$ cat config.mk
export PLATFORM = sky130hd
export DESIGN_NAME = layer_sequencer
export DESIGN_NICKNAME = d
export VERILOG_FILES = /design/src/rtl/network_pkg.sv /design/src/rtl/seq_watchdog.sv /design/src/rtl/layer_sequencer.sv
export SDC_FILE = /design/constraint.sdc
export NUM_CORES = 1
export LEC_CHECK = 0
export CORE_MARGIN = 4
export CORE_UTILIZATION = 35
export CTS_CLUSTER_DIAMETER = 80
export DETAILED_ROUTE_END_ITERATION = 16
export GPL_ROUTABILITY_DRIVEN = 0
export PLACE_DENSITY = 0.55
export SYNTH_ARGS = -nofsm -noshare
export SYNTH_HDL_FRONTEND = slang
export SYNTH_HIERARCHICAL = 1
export SYNTH_SLANG_ARGS = --single-unit
$ cat constraint.sdc
create_clock -name clk -period 3.2 [get_ports clk]
set_clock_uncertainty 0.05 [all_clocks]
set_input_delay 0.8 -clock clk [delete_from_list [all_inputs] [get_ports clk]]
set_output_delay 0.8 -clock clk [all_outputs]
set_load 0.1 [all_outputs]
$ cat src/rtl/network_pkg.sv
// network_pkg: shared sequencer state encoding and index-width helper.
package network_pkg;
    typedef enum logic [2:0] {IDLE, LSB, RST_CONV, RUN, ACC, OUTPUT, ABORT} seq_state_t;

    function automatic int idx_w(input int n);
        return (n > 1) ? $clog2(n) : 1;
    endfunction
endpackage

$ cat src/rtl/seq_watchdog.sv
// seq_watchdog: per-layer wait counter; flags expiry once TIMEOUT cycles have elapsed since clear.
module seq_watchdog #(
    parameter int TIMEOUT = 1024
) (
    input  logic clk,
    input  logic rst,
    input  logic i_clr,
    input  logic i_en,
    output logic o_expired
);
    localparam int W = $clog2(TIMEOUT) + 1;

    logic [W-1:0] r_cnt;

    always_ff @(posedge clk) begin
        if (rst || i_clr)
            r_cnt <= '0;
        else if (i_en && !o_expired)
            r_cnt <= r_cnt + 1'b1;
    end

    assign o_expired = (r_cnt == W'(TIMEOUT - 1));
endmodule

$ cat src/rtl/layer_sequencer.sv
// layer_sequencer: per-tick forward-pass scheduler for the cached dilated conv network.
module layer_sequencer import network_pkg::*; #(
    parameter int NUM_LAYERS = 4,
    parameter int TIMEOUT    = 1024,
    parameter int OVR_W      = 8
) (
    input  logic                          clk,
    input  logic                          rst,
    input  logic                          sample_tick,
    input  logic                          clr_err,
    input  logic [NUM_LAYERS-1:0]         conv_out_v,
    output logic                          lsb_clk,
    output logic [NUM_LAYERS-1:0]         conv_rst,
    output logic [NUM_LAYERS-2:0]         ac_clk,
    output logic                          out_latch,
    output logic                          busy,
    output logic [idx_w(NUM_LAYERS)-1:0]  cur_layer,
    output logic                          timeout_pulse,
    output logic                          timeout_err,
    output logic [OVR_W-1:0]              overrun_cnt
);
    localparam int LW = idx_w(NUM_LAYERS);

    seq_state_t r_state, w_next;
    logic [LW-1:0] r_layer, w_layer_next;
    logic r_pending, w_pending_next, w_ovr_inc, w_expired;

    // The watchdog counts from the RST_CONV cycle, so the abort lands TIMEOUT cycles after conv_rst.
    seq_watchdog #(.TIMEOUT(TIMEOUT)) u_wd (
        .clk      (clk),
        .rst      (rst),
        .i_clr    (w_next == RST_CONV),
        .i_en     (r_state == RST_CONV || r_state == RUN),
        .o_expired(w_expired)
    );

    always_comb begin
        w_next         = r_state;
        w_layer_next   = r_layer;
        w_pending_next = r_pending;
        w_ovr_inc      = 1'b0;
        case (r_state)
            IDLE:     w_next = sample_tick ? LSB : IDLE;
            LSB:      w_next = RST_CONV;
            RST_CONV: w_next = RUN;
            RUN:      w_next = conv_out_v[r_layer] ? ((r_layer == LW'(NUM_LAYERS - 1)) ? OUTPUT : ACC)
                                                   : (w_expired ? ABORT : RUN);
            ACC: begin
                w_next       = RST_CONV;
                w_layer_next = r_layer + 1'b1;
            end
            OUTPUT, ABORT: begin
                w_next         = (r_pending || sample_tick) ? LSB : IDLE;
                w_layer_next   = '0;
                w_pending_next = 1'b0;
            end
            default:  w_next = IDLE;
        endcase
        // A terminal-state tick starts the next pass directly; elsewhere it queues once, then overruns.
        if (sample_tick && !(r_state inside {IDLE, OUTPUT, ABORT})) begin
            w_pending_next = 1'b1;
            w_ovr_inc      = r_pending;
        end
    end

    always_ff @(posedge clk) begin
        if (rst) begin
            r_state       <= IDLE;
            r_layer       <= '0;
            r_pending     <= 1'b0;
            lsb_clk       <= 1'b0;
            conv_rst      <= '0;
            ac_clk        <= '0;
            out_latch     <= 1'b0;
            busy          <= 1'b0;
            timeout_pulse <= 1'b0;
            timeout_err   <= 1'b0;
            overrun_cnt   <= '0;
        end else begin
            r_state       <= w_next;
            r_layer       <= w_layer_next;
            r_pending     <= w_pending_next;
            lsb_clk       <= (w_next == LSB);
            conv_rst      <= (w_next == RST_CONV) ? NUM_LAYERS'(1) << w_layer_next : '0;
            ac_clk        <= (w_next == ACC) ? (NUM_LAYERS - 1)'(1) << r_layer : '0;
            out_latch     <= (w_next == OUTPUT);
            busy          <= !(w_next inside {IDLE, ABORT});
            timeout_pulse <= (w_next == ABORT);
            timeout_err   <= (w_next == ABORT) || (timeout_err && !clr_err);
            overrun_cnt   <= w_ovr_inc ? ((&overrun_cnt) ? overrun_cnt : overrun_cnt + 1'b1)
                                       : (clr_err ? '0 : overrun_cnt);
        end
    end

    assign cur_layer = r_layer;
endmodule

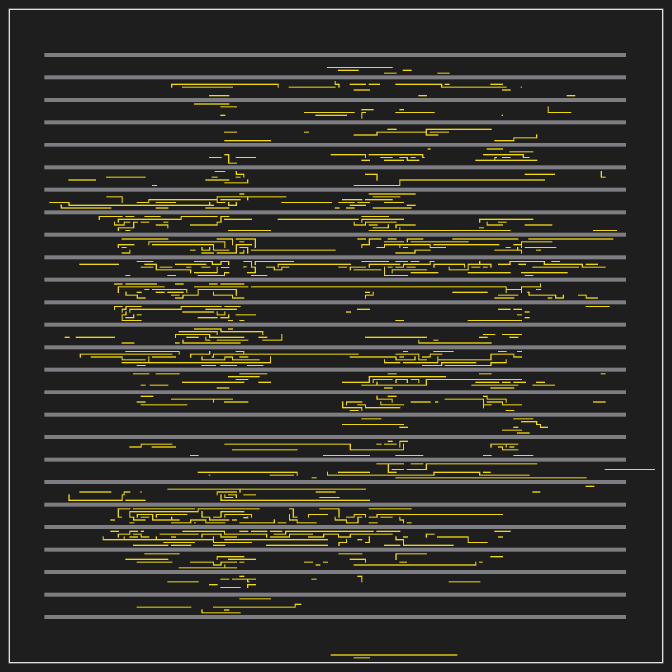
**Above:** run 1 (signal wires on met1).
Supply wires on this layer in grey.
nets with wire on the layer	216
wire length on this layer	1820 um
share of all routed wire	45%
main direction	horizontal

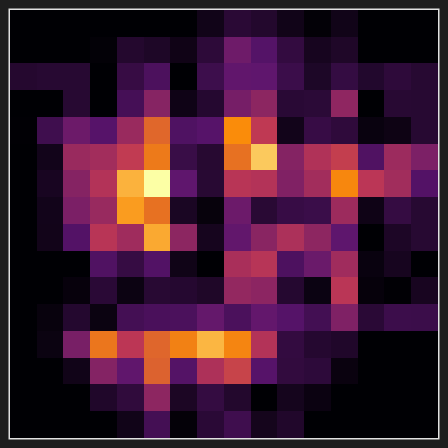
**Above:** run 1 (routed metal per tile).
The die is cut into 16 by 16 equal tiles; black is low, pale yellow is high, scaled to the fullest tile. Values are wire area over tile area, all layers added.
mean over tiles	0.11
nearly empty tiles	27%
emptiest ninth of the die	south-east
densest ninth of the die	centre
fullest tile	0.56
tiles over half the peak	8.2%

==> results.toml, run 1 <==
# flow metrics
[run]
warnings = 26
drv_cap = 0

[placed_design]
dpl_cell_area_um2 = 2050
hpwl_mm = 3.01
io_buffers = 29
dp.cells = 286

[global_route]
grt_pass1_vias = 1476
antenna_found_initial = 0
grt_pass1_wl_mm = 6.84
grt-ovfl-total = 0
grt.met3_usage_pct = 4.99
use_met2_pct = 22.4
grt_use_met1_pct = 17.1
busiest_layer = "met2"
grt_max_degree = 15

[floorplanning]
core_area_um2 = 4790
die_x_um = 78.9
die_area_um2 = 6220
die.size.y_um = 78.9
nWellTaps = 67
io_pins = 30
initial_core_util_pct = 36.7
rows = 25

[power_and_ir_drop]
seq_power_uw = 487
p_switching_uw = 270
seq_power_share_pct = 52.0
power_density_nw_per_um2 = 440
p_comb_uw = 138
p_leak_nw = 0.838
worst_ir_drop_vdd_v = 0.000197
top_power_group = "registers"
switching_share_pct = 28.8
p_clk_uw = 313
p_clk_share_pct = 33.3
combPwrFrac_pct = 14.7
power.internal_uw = 668

[logic_synthesis]
ff_type = "dfxtp_1"
syn_avg_cell_area_um2 = 8.97
topCellsByArea = "dfxtp_1 (42%), nor3_1 (3.7%), nand3_1 (3.1%), nand2_1 (3.0%), nor2_1 (3.0%)"
synth_top_area_share_pct = 42.1
synthTopCellsByCount = "dfxtp_1 (37), nand2_1 (14), nor2_1 (14), nor3_1 (13), nand3_1 (11)"
netlist_instances = 196
yosysSeqAreaShare_pct = 42.1
synthDistinctLibCells = 53
top_cell = "dfxtp_1"
edf_count = 0
numSynthFlops = 37
yosys_cells = 196
synth_area_um2 = 1760
yosys.area.top_type = "dfxtp_1"
ys_chip_area_um2 = 1760
synth_warnings = 6
synthArstFlopShare_pct = 0

[finish]
antenna_cells = 0
num-nonclk-inverters = 3
fill_cells = 467
clkCellAreaFrac_pct = 3.87
stdcell_count = 294
largest_class = "multi-input combinational cells"
drive_gt1_share_pct = 20.3
largest_register_ff_count = 11
seq_share_pct = 34.7
layout_top_cells = "dfxtp_1 (37), buf_4 (23), nand2_1 (14)"
lay_top_count = "dfxtp_1"
comb_area_um2 = 972
buffers_excl_clock = 30
logic_gates = 149
nNetsFinal = 237
syn2layout_area_growth_pct = 21.4
comb_share_pct = 45.6
reg_top3 = "u_wd/r_cnt x11, overrun_cnt x8, conv_rst x4"
final_core_util_pct = 44.6
clkbuf_count = 6
layout.nonclk_buf_share_pct = 11.4
finish.instance_area_um2 = 2130
largest-register = "u_wd/r_cnt"
regArea_um2 = 741

[clock_tree]
clock-sinks = 37
path_clk_slew_ps = 70
cts_setup_buffers = 0
cts_buffers = 5
cts_max_path_buffers = 2
cts_resized = 0
root_buffer = "clkbuf_8"
cts_tree = "built"
cts_hold_buf = 0
htreeDepth = 2
clk_latency_ps = 290

[worst_setup_path]
end_kind = "flop"
path_class = "reg2reg"
critPathMaxFanout = 6
cp-startpoint = "u_wd/r_cnt[0]"
reg2reg_from = "u_wd/r_cnt[0]"
rr_endpoint = "u_wd/r_cnt[2]"
worst-r2r-cell-count = 11
required_ps = 3350
cp-endpoint = "u_wd/r_cnt[2]"
reg2reg_slack_ps = 300
crit_arrival_ps = 3050
worstSetupStartpointType = "flop"

[route]
initialDrtViolationCount = 145
met3WireLength_um = 266
final_antenna_net_count = 0
met1Wirelength_mm = 1.82
dr_wl_met2_mm = 1.90
drcViolationCount = 0
routed_via_density = 5.44
top_layer = "met4"
firstDrtPassIters = 4

[hold_path]
holdPathStages = 2
min_from = "u_wd/r_cnt[10]"
hold_end = "u_wd/r_cnt[10]"
min_path_type = "reg2reg"

[timing]
tns_ps = 0
slew_headroom_pct = 70.9
slew_viol_final = 0
fmax_ghz = 0.344
fin_crit_sh_pct = 90.7
hold_viol = 0
hold_ws_ps = 409
grt_setup_unrepaired = "no"
setup_viol = 0
fin_crit_ps = 2900
worst_slew_pin_slew_ps = 435

[run_status]
status = "complete, no violations"
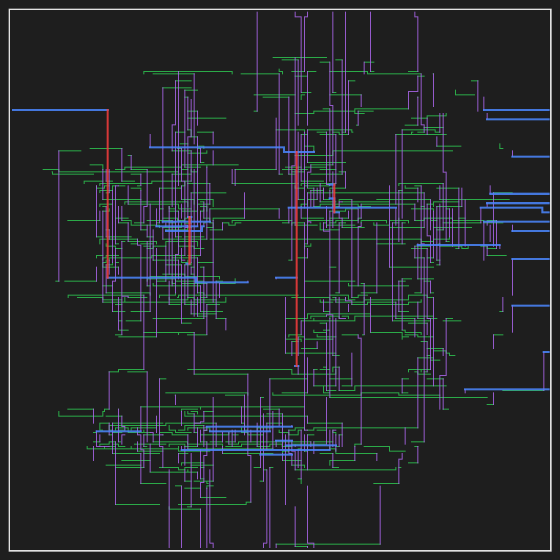
**Above:** run 1 (routed metal, one colour a layer).
layer	colour	wire length
met3	blue	267 um
met1	green	1820 um
met4	red	66.6 um
met2	purple	1900 um
via count: 1600
Global Route Usage Sum: 13.9%
drt wl/cell: 13.8 um
Total Wirelength: 4.06 mm

-- run 1: worst max-delay path, stage by stage, from the launching register on --
cell and delay (ps):
dfxtp_1 340, ha_1 250, and3b_1 220, and2_1 220, and3_2 240, or2_2 290, o22ai_1 240, o31ai_2 150
nand3_2 150, nor2_1 80, or2_2 380, a211oi_1 210
-- run 1: through the flow --
step	total power, mW	worst slack (ps)
after floorplan	0.600	412
after global placement	0.632	402
after detailed placement	0.634	331
after CTS	0.950	293
after global routing	0.994	43.8
final	0.938	296
-- run 1: cell families after synthesis --
kind of cell | synth area share, %
flops | 42.1
compound gates | 17.3
buf+inv | 2.70
fa+ha+maj | 2.14
simple gates | 31.0
xor+xnor | 1.99
mux | 2.78
**Run 1: placed cells, one colour a class**

The bar under the picture is 20 um long. Fill, decap, tap and diode cells in grey.
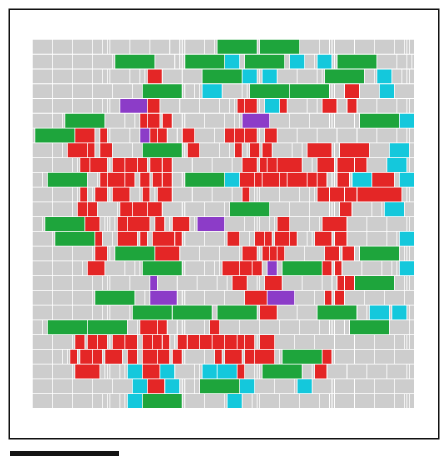

==> run 1 -> run 2 <==
==> constraint.sdc (replaced) <==
create_clock -name clk -period 3.09 [get_ports clk]
set_clock_uncertainty 0.05 [all_clocks]
set_input_delay 0.7725 -clock clk [delete_from_list [all_inputs] [get_ports clk]]
set_output_delay 0.7725 -clock clk [all_outputs]
set_load 0.1 [all_outputs]
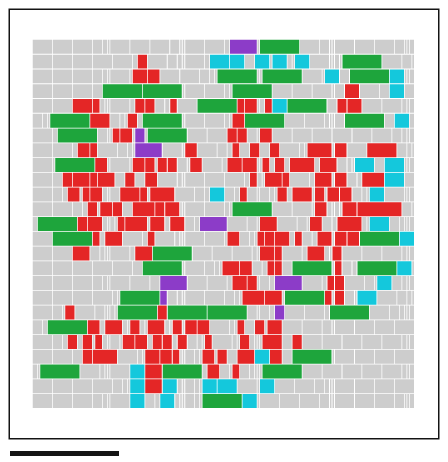
**Above:** run 2 (placed cells, one colour a class).
The bar under the picture is 20 um long. Fill, decap, tap and diode cells in grey.
class	colour	cells	share of their area
other buffers and delay cells	cyan	30	12%
flip-flops	green	37	36%
clock drivers and dummy loads	purple	8	4.0%
all other logic	red	152	48%
Final Util: 44.6%
# rows: 25
core area: 4790 um2
fraction of area in registers: 34.7%
Post-Layout Inst Area: 2130 um2

==> results.toml, run 2 <==
# flow metrics
[finish]
regArea_um2 = 741
num-nonclk-inverters = 3
largest_register_ff_count = 11
nNetsFinal = 237
lay_top_count = "dfxtp_1"
largest_class = "multi-input combinational cells"
buffers_excl_clock = 30
fill_cells = 492
clkCellAreaFrac_pct = 3.87
syn2layout_area_growth_pct = 21.4
clkbuf_count = 6

[global_route]
grt_util_all_layers_pct = 13.4
grt-ovfl-total = 0
use_met2_pct = 20.3
grt_max_degree = 15
grt.met3_usage_pct = 3.97

[worst_setup_path]
slowest_delay_ps = 380
rr_endpoint = "u_wd/r_cnt[4]"
cp-endpoint = "u_wd/r_cnt[4]"
path_class = "reg2reg"
cpMaxStageDelayCell = "or2_2"
worst-r2r-cell-count = 11
end_kind = "flop"
worstSetupStartpointType = "flop"
cp-startpoint = "u_wd/r_cnt[0]"
reg2reg_slack_ps = 240
crit_arrival_ps = 3000

[hold_path]
min_path_type = "reg2reg"

[logic_synthesis]
ys_sh_aoi_pct = 17.3
synthXorXnorAreaFrac_pct = 1.99
synthDistinctLibCells = 53
synth_area_um2 = 1760
top_cell = "dfxtp_1"
syn_avg_cell_area_um2 = 8.97
yosys.area.top_type = "dfxtp_1"
ys_sh_adder_pct = 2.14
synthArstFlopShare_pct = 0
netlist_instances = 196
topCellsByArea = "dfxtp_1 (42%), nor3_1 (3.7%), nand3_1 (3.1%), nand2_1 (3.0%), nor2_1 (3.0%)"
edf_count = 0
yosysSeqAreaShare_pct = 42.1
numSynthFlops = 37
top_logic_kind = "simple AND/OR/NAND/NOR gates"

[timing]
fmax_ghz = 0.351
fin_crit_sh_pct = 92.3
tns_ps = 0
slew_viol_final = 0
setup_viol = 0
hold_viol = 0
slew_headroom_pct = 71.6

[run]
warnings = 26
drv_cap = 0

[power_and_ir_drop]
worst_ir_drop_vdd_v = 0.000189
top_power_group = "registers"
seq_power_uw = 505
switching_share_pct = 28.4
power_density_nw_per_um2 = 453
seq_power_share_pct = 52.3
p_switching_uw = 274
p_clk_share_pct = 33.0

[run_status]
status = "complete, no violations"

[floorplanning]
io_pins = 30
die_area_um2 = 6220
initial_core_util_pct = 36.7

[route]
met1Wirelength_mm = 1.87
final_antenna_net_count = 0
dr_wl_met2_mm = 1.85
routed_via_density = 5.33
wire_per_inst_um = 13.4
initialDrtViolationCount = 121

[placed_design]
dpl_cell_area_um2 = 2050

[clock_tree]
cts_buffers = 5
cts_max_path_buffers = 2
path_clk_slew_ps = 70
clock-sinks = 37
cts_setup_buffers = 0
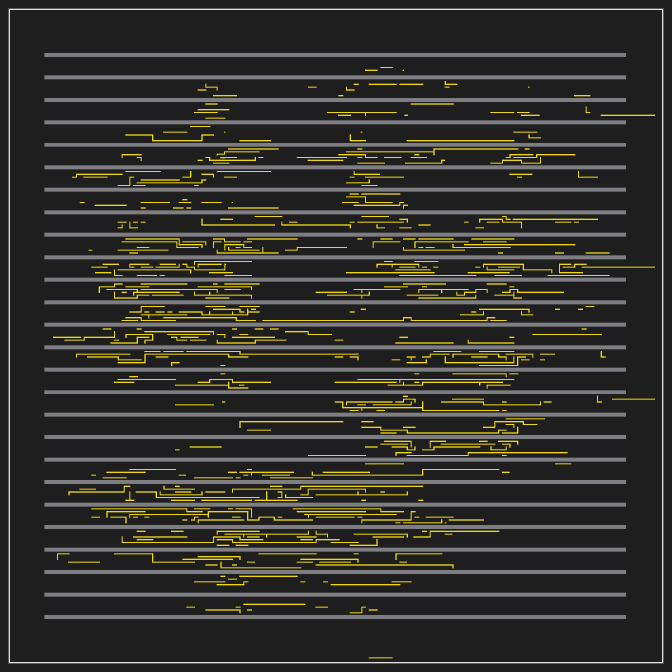
**Above:** run 2 (signal wires on met1).
Supply wires on this layer in grey.
wire length on this layer	1870 um
longest straight run	18.9 um
Total Wirelength: 3.94 mm
via count: 1567
met1 usage: 17.6%

## run 2: cell counts in the layout (fill, tap and decap cells not counted)
No cell type changed its count.
## run 2: critical path: cells and delay by family, from the launching register on
family,cells,cell delay [ps]
and+or+nand+nor,8,1770
DFF,1,340
adders and majority gates,1,250
AOI/OAI and AO/OA,2,360
## run 2: what timing repair did
item                       CTS  global route
resized                      0             1
setup endpoints to repair    0             2
hold buffers                 0             0
hold endpoints to repair     0             0
## run 2: through the flow
| step | utilization (%) | setup WS (ps) | hold WS (ps) |
|---|---|---|---|
| 2_1_floorplan | - | 302 | 371 |
| 3_3_place_gp | 42.8 | 312 | 402 |
| 5_1_grt | 44.6 | 59.8 | 428 |
| 3_5_place_dp | 42.8 | 207 | 387 |
| 6_report | 44.6 | 239 | 396 |
| 4_1_cts | 44.5 | 174 | 396 |
Power and IR drop assume default switching activity.
